`src/rtl/timer_apb_pkg.sv`:
```
// Shared constants for the APB timer block: register map, bit positions and the APB FSM states.
package timer_apb_pkg;

    localparam logic [7:0] ADDR_TDR  = 8'h00;
    localparam logic [7:0] ADDR_TCR  = 8'h01;
    localparam logic [7:0] ADDR_TSR  = 8'h02;
    localparam logic [7:0] ADDR_TIER = 8'h03;
    localparam logic [7:0] ADDR_TCNT = 8'h04;

    localparam int unsigned TCR_LOAD = 7;
    localparam int unsigned TCR_DIR  = 5;
    localparam int unsigned TCR_EN   = 4;

    localparam int unsigned TSR_OVF = 0;
    localparam int unsigned TSR_UDF = 1;

    localparam int unsigned TIER_OVF_EN = 0;
    localparam int unsigned TIER_UDF_EN = 1;

    // load is a one-shot command, so only dir, en and cks are kept in TCR
    localparam logic [7:0] TCR_STORE_MASK = 8'h37;

    typedef enum logic [1:0] {IDLE, SETUP, ACCESS} apb_state_t;

endpackage

```
`src/rtl/timer_apb_slave_if.sv`:
```
// APB3 signal bundle between the CPU bus model (master) and the timer completer (slave).
interface timer_apb_slave_if;
    logic       psel;
    logic       penable;
    logic       pwrite;
    logic [7:0] paddr;
    logic [7:0] pwdata;
    logic [7:0] prdata;
    logic       pready;
    logic       pslverr;

    modport master (
        output psel, penable, pwrite, paddr, pwdata,
        input  prdata, pready, pslverr
    );

    modport slave (
        input  psel, penable, pwrite, paddr, pwdata,
        output prdata, pready, pslverr
    );
endinterface

```
`src/rtl/timer_counter_core.sv`:
```
// Prescaler plus 8-bit up/down counter; sets overflow/underflow flags on the wrapping tick.
module timer_counter_core (
    input  logic       pclk,
    input  logic       preset_n,
    input  logic       en,
    input  logic       dir,
    input  logic [2:0] cks,
    input  logic       load_pulse,
    input  logic [7:0] load_val,
    input  logic       clr_ovf,
    input  logic       clr_udf,
    output logic [7:0] tcnt,
    output logic       ovf,
    output logic       udf
);

    logic [7:0] div_cnt_q, div_cnt_d;
    logic [7:0] tcnt_q, tcnt_d;
    logic       ovf_q, ovf_d, udf_q, udf_d;
    logic [7:0] mask;
    logic       tick, wrap_up, wrap_dn;

    always_comb begin
        // cks == 0 gives an empty mask, so every enabled cycle ticks
        mask      = (8'd1 << cks) - 8'd1;
        tick      = en && ((div_cnt_q & mask) == mask);
        div_cnt_d = (!en || load_pulse) ? 8'd0 : div_cnt_q + 8'd1;
        tcnt_d    = tcnt_q;
        wrap_up   = 1'b0;
        wrap_dn   = 1'b0;
        if (load_pulse) begin
            tcnt_d = load_val;
        end else if (tick) begin
            if (dir) begin
                tcnt_d  = tcnt_q - 8'd1;
                wrap_dn = (tcnt_q == 8'h00);
            end else begin
                tcnt_d  = tcnt_q + 8'd1;
                wrap_up = (tcnt_q == 8'hFF);
            end
        end
        // a set on the same edge as a clear wins
        ovf_d = wrap_up | (ovf_q & ~clr_ovf);
        udf_d = wrap_dn | (udf_q & ~clr_udf);
    end

    always_ff @(posedge pclk or negedge preset_n) begin
        if (!preset_n) begin
            div_cnt_q <= 8'd0;
            tcnt_q    <= 8'd0;
            ovf_q     <= 1'b0;
            udf_q     <= 1'b0;
        end else begin
            div_cnt_q <= div_cnt_d;
            tcnt_q    <= tcnt_d;
            ovf_q     <= ovf_d;
            udf_q     <= udf_d;
        end
    end

    assign tcnt = tcnt_q;
    assign ovf  = ovf_q;
    assign udf  = udf_q;

endmodule

```
`src/rtl/timer_apb_slave.sv`:
```
// APB3 completer for the 8-bit timer: transfer FSM, address decode and the TDR/TCR/TIER registers.
module timer_apb_slave
    import timer_apb_pkg::*;
#(
    parameter int unsigned WAIT_STATES = 1
) (
    input  logic               pclk,
    input  logic               preset_n,
    timer_apb_slave_if.slave   apb,
    output logic               irq
);

    localparam logic [2:0] WS = 3'(WAIT_STATES);

    apb_state_t state_q, state_d;
    logic [2:0] wcnt_q, wcnt_d;
    logic [7:0] tdr_q, tcr_q;
    logic [1:0] tier_q;
    logic       addr_err, wr_commit, load_pulse, clr_ovf, clr_udf;
    logic [7:0] tcnt;
    logic       ovf, udf;

    always_comb begin
        state_d = state_q;
        wcnt_d  = wcnt_q;
        unique case (state_q)
            IDLE: begin
                if (apb.psel && !apb.penable) state_d = SETUP;
            end
            SETUP: begin
                if (!apb.psel) begin
                    state_d = IDLE;
                end else if (apb.penable) begin
                    state_d = ACCESS;
                    wcnt_d  = 3'd0;
                end
            end
            ACCESS: begin
                if (!apb.psel) begin
                    state_d = IDLE;
                    wcnt_d  = 3'd0;
                end else if (wcnt_q == WS) begin
                    state_d = apb.penable ? IDLE : SETUP;
                end else begin
                    wcnt_d = wcnt_q + 3'd1;
                end
            end
            default: state_d = IDLE;
        endcase
    end

    always_ff @(posedge pclk or negedge preset_n) begin
        if (!preset_n) begin
            state_q <= IDLE;
            wcnt_q  <= 3'd0;
        end else begin
            state_q <= state_d;
            wcnt_q  <= wcnt_d;
        end
    end

    assign apb.pready  = (state_q == ACCESS) && (wcnt_q == WS);
    assign addr_err    = (apb.paddr > ADDR_TCNT) || (apb.pwrite && apb.paddr == ADDR_TCNT);
    assign apb.pslverr = apb.pready && addr_err;
    assign wr_commit   = apb.pready && apb.psel && apb.penable && apb.pwrite && !addr_err;
    assign load_pulse  = wr_commit && (apb.paddr == ADDR_TCR) && apb.pwdata[TCR_LOAD];
    assign clr_ovf     = wr_commit && (apb.paddr == ADDR_TSR) && apb.pwdata[TSR_OVF];
    assign clr_udf     = wr_commit && (apb.paddr == ADDR_TSR) && apb.pwdata[TSR_UDF];

    always_comb begin
        apb.prdata = 8'h00;
        if (state_q == ACCESS && !addr_err) begin
            case (apb.paddr)
                ADDR_TDR:  apb.prdata = tdr_q;
                ADDR_TCR:  apb.prdata = tcr_q;
                ADDR_TSR:  apb.prdata = {6'd0, udf, ovf};
                ADDR_TIER: apb.prdata = {6'd0, tier_q};
                ADDR_TCNT: apb.prdata = tcnt;
                default:   apb.prdata = 8'h00;
            endcase
        end
    end

    always_ff @(posedge pclk or negedge preset_n) begin
        if (!preset_n) begin
            tdr_q  <= 8'h00;
            tcr_q  <= 8'h00;
            tier_q <= 2'b00;
        end else if (wr_commit) begin
            case (apb.paddr)
                ADDR_TDR:  tdr_q  <= apb.pwdata;
                ADDR_TCR:  tcr_q  <= apb.pwdata & TCR_STORE_MASK;
                ADDR_TIER: tier_q <= apb.pwdata[1:0];
                default:   ;
            endcase
        end
    end

    timer_counter_core u_core (
        .pclk       (pclk),
        .preset_n   (preset_n),
        .en         (tcr_q[TCR_EN]),
        .dir        (tcr_q[TCR_DIR]),
        .cks        (tcr_q[2:0]),
        .load_pulse (load_pulse),
        .load_val   (tdr_q),
        .clr_ovf    (clr_ovf),
        .clr_udf    (clr_udf),
        .tcnt       (tcnt),
        .ovf        (ovf),
        .udf        (udf)
    );

    assign irq = (ovf & tier_q[TIER_OVF_EN]) | (udf & tier_q[TIER_UDF_EN]);

endmodule

```
`src/flat_wrapper.sv`:
```
// flat-port wrapper written by rule: the top's interface ports become plain ports
module timer_apb_slave_flat import timer_apb_pkg::*;
#(
    parameter int unsigned WAIT_STATES = 1
)
  (pclk, preset_n, irq, apb_psel, apb_penable, apb_pwrite, apb_paddr, apb_pwdata, apb_prdata, apb_pready, apb_pslverr);
  timer_apb_slave_if apb_i ();
  input  logic pclk;
  input  logic preset_n;
  output logic irq;
  input wire logic [$bits(apb_i.psel)-1:0] apb_psel;
  input wire logic [$bits(apb_i.penable)-1:0] apb_penable;
  input wire logic [$bits(apb_i.pwrite)-1:0] apb_pwrite;
  input wire logic [$bits(apb_i.paddr)-1:0] apb_paddr;
  input wire logic [$bits(apb_i.pwdata)-1:0] apb_pwdata;
  output wire logic [$bits(apb_i.prdata)-1:0] apb_prdata;
  output wire logic [$bits(apb_i.pready)-1:0] apb_pready;
  output wire logic [$bits(apb_i.pslverr)-1:0] apb_pslverr;
  assign apb_i.psel = apb_psel;
  assign apb_i.penable = apb_penable;
  assign apb_i.pwrite = apb_pwrite;
  assign apb_i.paddr = apb_paddr;
  assign apb_i.pwdata = apb_pwdata;
  assign apb_prdata = apb_i.prdata;
  assign apb_pready = apb_i.pready;
  assign apb_pslverr = apb_i.pslverr;
  timer_apb_slave #(.WAIT_STATES(WAIT_STATES)) u_core (.pclk(pclk), .preset_n(preset_n), .apb(apb_i), .irq(irq));
endmodule
```
`config.mk`:
```
export PLATFORM = sky130hd
export DESIGN_NAME = timer_apb_slave_flat
export DESIGN_NICKNAME = d
export VERILOG_FILES = /design/src/rtl/timer_apb_pkg.sv /design/src/rtl/timer_apb_slave_if.sv /design/src/rtl/timer_counter_core.sv /design/src/rtl/timer_apb_slave.sv /design/src/flat_wrapper.sv
export SDC_FILE = /design/constraint.sdc
export NUM_CORES = 1
export LEC_CHECK = 0
export ABC_AREA = 0
export CAP_MARGIN = 20
export CORE_MARGIN = 2
export CORE_UTILIZATION = 45
export DETAILED_ROUTE_END_ITERATION = 10
export GPL_ROUTABILITY_DRIVEN = 0
export PLACE_DENSITY = 0.7
export SYNTH_ARGS = -nofsm -noshare
export SYNTH_HDL_FRONTEND = slang
export SYNTH_HIERARCHICAL = 1
export SYNTH_SLANG_ARGS = --single-unit
```
`constraint.sdc`:
```
create_clock -name pclk -period 2.5 [get_ports pclk]
set_clock_uncertainty 0.15 [all_clocks]
set_input_delay 0.5 -clock pclk [delete_from_list [all_inputs] [get_ports pclk]]
set_output_delay 0.5 -clock pclk [all_outputs]
set_load 0.005 [all_outputs]
```
==> results.ini, run 1 <==
[synthesis]
yosys-stat-area_um2=2430
synth.avg_cell_area_um2=9.98
postSynth.asyncResetShare=1.00
syn-num-nets=274
synthesis.yosys.warnings=6
mappedNetlistArea_um2=2430
registers_synthesis=37
most_common_flop_cell_mapped_by_yosys=sky130_fd_sc_hd__dfrtp_1
synth.lib_cells_used.distinct=55
synthCells=243
synth_sequential_area_ratio=0.382
enable_flop_cells=0
count_of_instantiated_cells_in_the_yosys_netlist=243

[critical_path]
required_ns=1.85
critPathArrivalTime_ns=1.78
worst_setup_path_end_kind=primary output
critical_path.max_fanout=2
crit_path_top_delay_cell=sky130_fd_sc_hd__mux2_2
cp_slowest_stage_delay_ns=0.37
setup.worst_path.start_class=input port
path_common_cell=sky130_fd_sc_hd__dlygate4sd2_1
criticalPathCategory=in2out
crit_chain=dlygate4sd2_1, mux2_2, a221oi_2, nor3_2, dlygate4sd2_1

[worst_hold_path]
class_of_the_tightest_hold_or_removal_check=in2async

[grt]
use_met3=0.0360
grt-busiest-layer=met2
largest_net_degree_at_the_start_of_global_routing=38
grt_use_met1=0.289
grt_antenna_before_repair=0
vias_in_the_first_global_route=2164
globalRouteOverflowTotal=0
groute.usage.overall=0.213
grt_pass1_wl_um=10200
global_route_met2_utilization=0.357

[route]
met1Wirelength_um=2780
wl_per_cell_um=15.2
remaining_drc_errors=0
drtIter0Drc=107
detail_route.first_pass.iterations=4
via_density_per_instance=5.46
met3RoutedLength_um=226
route.final.wire_length_um=5900
highest_layer=met4
detailroute.wirelength.met2_um=2830
antenna_violating_nets_post_route=0
route.vias.total=2113

[floorplanning]
die_y_um=77.4
fp.dieW_um=77.4
initial_core_util=0.472
placement_rows=26
die_area_um2=5990
core_area_um2=5140
top_level_ports=32

[finish]
drive_gt1_frac=0.338
fin_nets=347
layout_top_cell_excl_fill_tap=sky130_fd_sc_hd__buf_4
layout.cells.non_filler=387
antenna_cells_inserted=0
commonest_cells_after_routing_fill_and_taps_aside=sky130_fd_sc_hd__buf_4 (41), sky130_fd_sc_hd__dfrtp_1 (37), sky130_fd_sc_hd__mux2_2 (21)

[power_and_ir_drop]
clock_power_share=0.332
internal_power_mw=0.913
power.ir.vdd_worst_mv=0.334
comb_power_share=0.163
cellPowerDensity_nw_per_um2=379
power_leakage_nw=1.53
power.net_switching_mw=0.318
switching_share_of_total_power=0.259
share_seq_of_total_power=0.504

[placed_design]
placed_cells=370
pre_cts_slack_ns=-0.529
io_buffers=31
detailedPlacementHpwl_um=4350

[sta]
worstMarginPinSlew_ns=0.854
relSlewSlack=0.430
fmax_ghz=0.411
final-max-slew-violation-count=0
setup_repair_after_global_routing_missed_its_margin=no
final_period_minus_worst_setup_slack_ns=2.43
finalSetupViolations=0
finalHoldViolCount=0
layout_setup_ws_ns=0.0677
timing.final.crit_share=0.973

[job]
warnings=27
max_cap_violations=0

[clock_tree]
cts_num_sinks=37
cts_repair_resize_count=50
htree_num_levels=2
clock_latency_ns=0.29
cts_tree=done
cts-root-buf=sky130_fd_sc_hd__clkbuf_8
holdBufCountCts=0
cts.repair_timing.setup_buffer_count=8
cts_made_buffers=5
clk_path_buf_depth=2
cts.reportedPaths.clkPinSlew_ns=0.07

[outcome]
outcome=completed

==> run 1: logic make-up after synthesis <==
logic type,count (synthesis),synth area share
AND-OR/OR-AND,50,0.138
XOR/XNOR,9,0.0325
adder cells (fa/ha/maj),10,0.0547
buffers and inverters,21,0.0361
flip-flops,37,0.382
multiplexers,32,0.143
AND/OR/NAND/NOR,84,0.215
==> run 1: worst max-delay path: cells and delay by family <==
family	cells	cell delay (ns)
AND/OR/NAND/NOR	1	0.08
buffers and inverters	2	0.53
AND-OR/OR-AND	1	0.30
multiplexers	1	0.37
==> run 1: power groups by stage <==
stage / Combinational [mW] / Clock [mW] / Sequential, mW
floorplan: 0.0720 / 0 / 0.630
global placement: 0.171 / 0 / 0.629
detailed placement: 0.176 / 0 / 0.630
CTS: 0.188 / 0.428 / 0.619
global route: 0.223 / 0.456 / 0.622
finish: 0.201 / 0.409 / 0.621
==> run 1: metrics by stage <==
| stage | TNS (ns) | total power, mW | util | hold WS, ns | area (um^2) |
|---|---|---|---|---|---|
| 3_5_place_dp | -14.91 | 0.806 | 0.594 | 0.350 | 3060 |
| 4_1_cts | 0 | 1.23 | 0.624 | 0.199 | 3210 |
| 5_1_grt | 0 | 1.30 | 0.633 | 0.238 | 3250 |
| 2_1_floorplan | 0 | 0.702 | - | 0.0544 | 2440 |
| 6_report | 0 | 1.23 | 0.633 | 0.165 | 3250 |
| 3_3_place_gp | -14.15 | 0.800 | 0.594 | 0.341 | 3060 |
==> run 1: registers in the layout, indices dropped and copies added, names as in the netlist <==
signal,cells
u_core/u_core/tcnt,8
u_core/u_core/ovf,1
u_core/u_core/udf,1
u_core/tdr_q,8
u_core/tier_q,2
u_core/u_core/div_cnt_q,7
u_core/tcr_q,5
u_core/state_q,2
u_core/wcnt_q,3
==> run 1: synthesized netlist by cell type, drive strengths merged, types with 4 or more instances <==
cell | n | area, um^2
mux2 | 21 | 236
nor2 | 13 | 48.8
xor2 | 4 | 35.0
nor2b | 7 | 43.8
nor3 | 4 | 20.0
or3 | 5 | 31.3
o21ai | 17 | 85.1
dfrtp | 37 | 926
nand2 | 16 | 60.1
xnor2 | 5 | 43.8
nor4 | 5 | 61.3
a21oi | 10 | 53.8
a21boi | 4 | 30.0
nand3 | 6 | 30.0
clkbuf | 7 | 26.3
mux2i | 11 | 110
ha | 9 | 113
inv | 12 | 45.0
==> run 1: worst paths after layout <==
| kind | startpoint | cells after the start | slack, ns | to |
|---|---|---|---|---|
| worst min-delay path | preset_n | 1 | 0.16 | u_core/state_q[1] |
| worst max register to register | u_core/state_q[0] | 7 | 0.11 | u_core/tdr_q[6] |
| min in group pclk | u_core/u_core/div_cnt_q[0] | 1 | 0.36 | u_core/u_core/div_cnt_q[0] |
| max in group asynchronous | preset_n | 1 | 1.50 | u_core/tdr_q[3] |
| worst min register to register | u_core/u_core/div_cnt_q[0] | 1 | 0.36 | u_core/u_core/div_cnt_q[0] |
| worst max-delay path | apb_paddr[2] | 5 | 0.07 | apb_prdata[0] |
==> run 1: area by class of cell <==
cell class,instances,area [um^2]
inverter,12,45.0
clock inverter,3,17.5
fill,455,1890
tap,70,87.6
timing repair buffer,75,616
clock buffer,5,68.8
sequential,37,926
multi-input combinational,185,1490
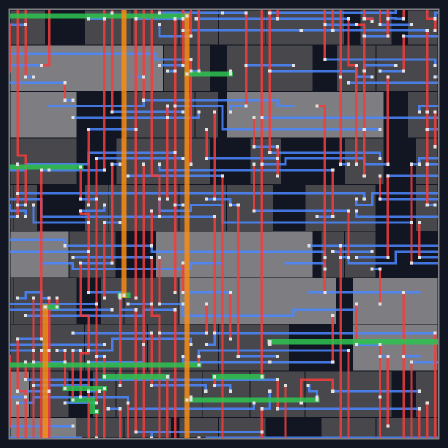
(run_1/detail.png)
Region (26, 26) to (51, 51) um. Cells in gray, sequential cells in the stronger gray; small squares are vias.
legend:
  blue:
    layer: metal 1
  red:
    layer: metal 2
  orange:
    layer: metal 4
  green:
    layer: metal 3
sequential cells in the window: 6
most frequent: buf_4 (7), dfrtp_1 (6)
cells with their middle in the window: 47
netlist names of flops here include: u_core/u_core/tcnt (3), u_core/tdr_q (2)

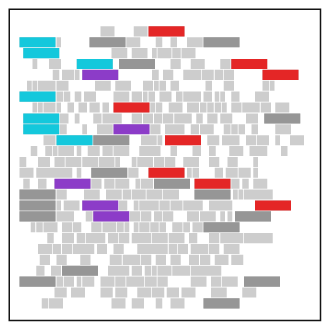
(run_1/flops_by_reg.png)
Drawn at 4 px/um. Other sequential cells in the stronger gray, the rest of the logic in the fainter gray.
legend:
  cyan:
    name_in_the_netlist: u_core/u_core/div_cnt_q
    sequential_cells: 7
  red:
    name_in_the_netlist: u_core/u_core/tcnt
    sequential_cells: 8
  purple:
    name_in_the_netlist: u_core/tcr_q
    sequential_cells: 5
not colored: 17
sequential logic power: 0.621 mW
register fraction of the total cell area: 0.285

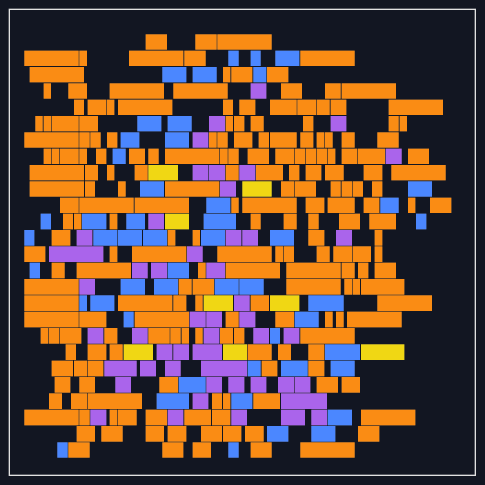
(run_1/sizes.png)
Drawn at 6 px/um.
legend:
  orange:
    size: _0 and _1 cells
    cells: 210
    most_used: dfrtp_1
  yellow:
    size: _6 and larger
    cells: 8
    most_used: clkbuf_8
  blue:
    size: _2 cells
    cells: 50
    most_used: mux2_2
  purple:
    size: _3 and _4 cells
    cells: 49
    most_used: buf_4
area overhead of the layout relative to synthesis: 34.0%
area of all placed cells without fillers: 3250 um^2
count of plain and timing-repair buffers in the layout: 75

==> run_1/congestion.png <==
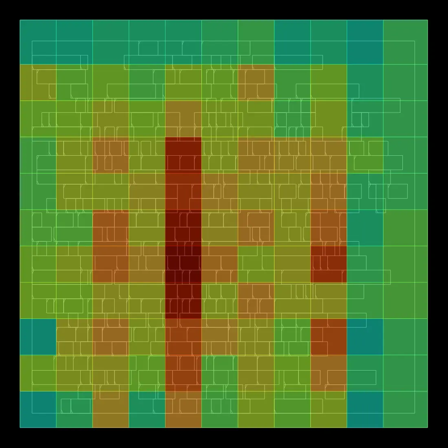

==> run 1 -> run 2 <==
CORE_UTILIZATION = 50   (was 45)
PLACE_DENSITY = 0.76   (was 0.7)
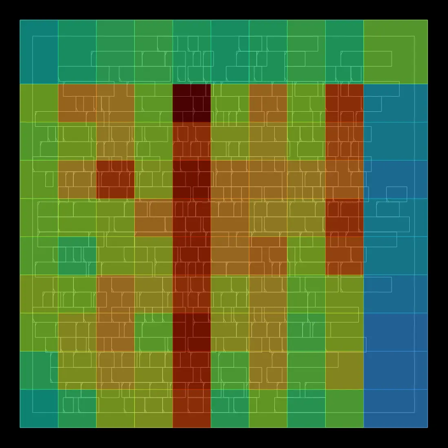
(run_2/congestion.png)
global-route met2 utilization: 0.378
global route hottest layer: met2
met1 demand-to-capacity share in global routing: 0.309
GRT Resource Usage Total: 0.236
final core utilization: 0.685

==> results.ini, run 2 <==
[synthesis]
enable_flop_cells=0  ; unchanged
synth_sequential_area_ratio=0.382  ; unchanged
postSynth.asyncResetShare=1.00  ; unchanged
yosys.area_share.aoi=0.138  ; unchanged
synth-adder-area-share=0.0547  ; unchanged
registers_synthesis=37  ; unchanged
mux_area_frac=0.143  ; unchanged
area_fraction_in_and_or_nand_and_nor_cells_after_synthesis=0.215  ; unchanged
dominant_cell_by_count_in_the_synthesized_netlist=sky130_fd_sc_hd__dfrtp_1
synthCells=243  ; unchanged
yosys-dominant-comb-family=simple AND/OR/NAND/NOR gates
most_common_flop_cell_mapped_by_yosys=sky130_fd_sc_hd__dfrtp_1
syn-num-nets=274  ; unchanged
xor_area_frac=0.0325  ; unchanged
synth.lib_cells_used.distinct=55  ; unchanged
synth.avg_cell_area_um2=9.98  ; unchanged
mappedNetlistArea_um2=2430  ; unchanged
synth.top_cell.area_share=0.382  ; unchanged
commonest_cells_in_the_netlist=sky130_fd_sc_hd__dfrtp_1 (37), sky130_fd_sc_hd__mux2_2 (21), sky130_fd_sc_hd__nand2_1 (16)
count_of_instantiated_cells_in_the_yosys_netlist=243  ; unchanged
top_cells_by_area=sky130_fd_sc_hd__dfrtp_1 (38%), sky130_fd_sc_hd__mux2_2 (9.7%), sky130_fd_sc_hd__ha_1 (4.6%)

[clock_tree]
clock_latency_ns=0.29  ; about the same
holdBufCountCts=0  ; unchanged
htree_num_levels=2  ; unchanged
cts-root-buf=sky130_fd_sc_hd__clkbuf_8
clk_path_buf_depth=2  ; unchanged
cts_made_buffers=5  ; unchanged
cts.reportedPaths.clkPinSlew_ns=0.08  ; about the same
cts_num_sinks=37  ; unchanged

[grt]
grt_antenna_before_repair=0  ; unchanged
largest_net_degree_at_the_start_of_global_routing=38  ; unchanged
vias_in_the_first_global_route=2111  ; -2.4%
grt_pass1_wl_um=9770  ; -4.6%

[power_and_ir_drop]
power_leakage_nw=1.52  ; -0.59%
switching_share_of_total_power=0.231  ; -0.0275
power.net_switching_mw=0.312  ; -1.9%
power.ir.vdd_worst_mv=0.428  ; +28%
comb_power_share=0.141  ; -0.022
share_seq_of_total_power=0.459  ; -0.045
cellPowerDensity_nw_per_um2=421  ; +11%
internal_power_mw=1.04  ; +14%

[finish]
syn_to_final_growth_pct=32.4
drive_gt1_frac=0.315  ; -0.0223
layout_top_cell_excl_fill_tap=sky130_fd_sc_hd__buf_4
antenna_cells_inserted=0  ; unchanged
fin_nets=344  ; -0.86%
layout.cell_area.non_filler_um2=3210  ; -1.2%
fill_cells=359  ; -21%
area.combinational_um2=1470  ; -1.2%
final-seq-area_um2=926  ; unchanged

[floorplanning]
placement_rows=25  ; -3.8%
initial_core_util=0.517  ; +0.0451
die_y_um=73.7  ; -4.9%
top_level_ports=32  ; unchanged
fp.dieW_um=73.7  ; -4.9%
die_area_um2=5430  ; -9.5%
core_area_um2=4690  ; -8.7%

[critical_path]
worstReg2RegStart=u_core/state_q[0]
worst_setup_path_end_kind=primary output
cp_slowest_stage_delay_ns=0.27  ; -0.10 ns
crit_chain=dlygate4sd2_1, nor4b_2, buf_4, and4b_1, a21boi_2, clkdlybuf4s15_1
r2r-end=u_core/tdr_q[1]
crit_path_top_delay_cell=sky130_fd_sc_hd__nor4b_2
crit_family=buffers and inverters
critPathArrivalTime_ns=1.79  ; about the same
cp_num_buf_inv=3  ; +1
setup.worst_path.start_class=input port
path_length_in_cells_of_the_critical_path=6  ; +1
ff2ff_path_depth=7  ; unchanged
critical_path.max_fanout=3  ; +1
required_ns=1.85  ; about the same
criticalPathCategory=in2out

[worst_hold_path]
class_of_the_tightest_hold_or_removal_check=in2async

[route]
met3RoutedLength_um=180  ; -20%
via_density_per_instance=5.65  ; +3.5%
route.final.wire_length_um=5680  ; -3.7%
met1Wirelength_um=2580  ; -7.2%
antenna_violating_nets_post_route=0  ; unchanged
highest_layer=met4
remaining_drc_errors=0  ; unchanged
detailroute.wirelength.met2_um=2740  ; -3.3%
detail_route.first_pass.iterations=4  ; unchanged

[sta]
fmax_ghz=0.409  ; -0.48%
worstMarginPinSlew_ns=0.823  ; -0.0313 ns
timing.final.crit_share=0.978  ; +0.00469
layout_setup_ws_ns=0.0559  ; -0.0117 ns
final-max-slew-violation-count=0  ; unchanged
timing.setup.tns_ns=0  ; unchanged
relSlewSlack=0.451  ; +0.0209
finalHoldViolCount=0  ; unchanged

[placed_design]
detailedPlacementHpwl_um=4200  ; -3.3%
place_area_um2=3030  ; -0.90%
pre_cts_slack_ns=-0.572  ; -0.0429 ns
io_buffers=31  ; unchanged

[job]
warnings=27  ; unchanged
max_cap_violations=0  ; unchanged

[outcome]
outcome=completed

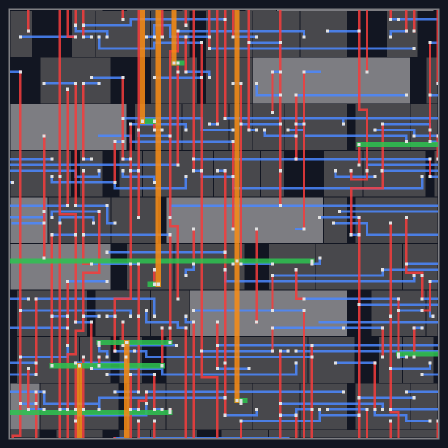
(run_2/detail.png)
Region (24, 24) to (49, 49) um. Cells in gray, sequential cells in the stronger gray; small squares are vias.
legend:
  green:
    layer: metal 3
  red:
    layer: metal 2
  orange:
    layer: metal 4
  blue:
    layer: metal 1
sequential cells in the window: 5
netlist names of flops here include: u_core/tdr_q (3), u_core/u_core/tcnt (2)
most frequent: buf_4 (13), mux2_2 (6)
cells with their middle in the window: 60

[run 2: cell counts after synthesis]
No cell type changed its count.
[run 2: power by group through the flow]
stage	sequential, mW	clock (mW)	combinational [mW]
final	0.621	0.540	0.191
after global routing	0.621	0.576	0.212
after CTS	0.618	0.551	0.184
after detailed placement	0.629	0	0.170
after global placement	0.628	0	0.166
after floorplan	0.630	0	0.0720
[run 2: cell families after synthesis]
logic type,after synthesis
simple gates,84
compound gates,50
mux,32
buf+inv,21
flops,37
xor+xnor,9
fa+ha+maj,10
[run 2: through the flow]
step	total power, mW	instances	utilization	hold slack, ns
finish	1.35	368	0.685	0.154
global route	1.41	368	0.685	0.240
CTS	1.35	368	0.685	0.183
detailed placement	0.799	353	0.645	0.348
global placement	0.794	353	0.645	0.341
floorplan	0.702	243	-	0.0544
[run 2: how the worst min path moves through the flow]
stage                          from               endpoint  slack, ns  cells after the start
global placement    u_core/tdr_q[2]  u_core/u_core/tcnt[2]       0.34                      2
floorplan                  preset_n      u_core/state_q[0]       0.05                      0
finish                     preset_n  u_core/u_core/tcnt[1]       0.15                      1
detailed placement  u_core/tdr_q[2]  u_core/u_core/tcnt[2]       0.35                      2
global route               preset_n        u_core/tdr_q[3]       0.24                      1
CTS                        preset_n        u_core/tdr_q[3]       0.18                      1
[run 2: final cells by class]
| type | count | share of cell area |
|---|---|---|
| timing repair buffer | 72 | 0.182 |
| multi-input combinational | 185 | 0.459 |
| inverter | 12 | 0.0140 |
| tap | 54 | 0.0210 |
| sequential | 37 | 0.288 |
| clock inverter | 1 | 0.00935 |
| clock buffer | 7 | 0.0269 |
[run 2: layer usage]
layer  up-vias  global-route usage
met5         -                   0
met4         0               0.103
met3        17              0.0466
met2        50               0.378
met1       982               0.309
li1       1031                   -
[run 2: worst reg2reg max path, delay by kind of cell (launching register included)]
family	cells	cell delay (ns)
buf+inv	4	0.60
mux	1	0.33
flops	1	0.39
simple gates	2	0.80
[run 2: repair_timing]
item                       4_1_cts  5_1_grt
pin swaps                        9        4
buffers inserted                 7        0
setup endpoints to repair       28       19
resized                         43       15
Power figures rest on the tool's default switching activity, not on a simulated workload.
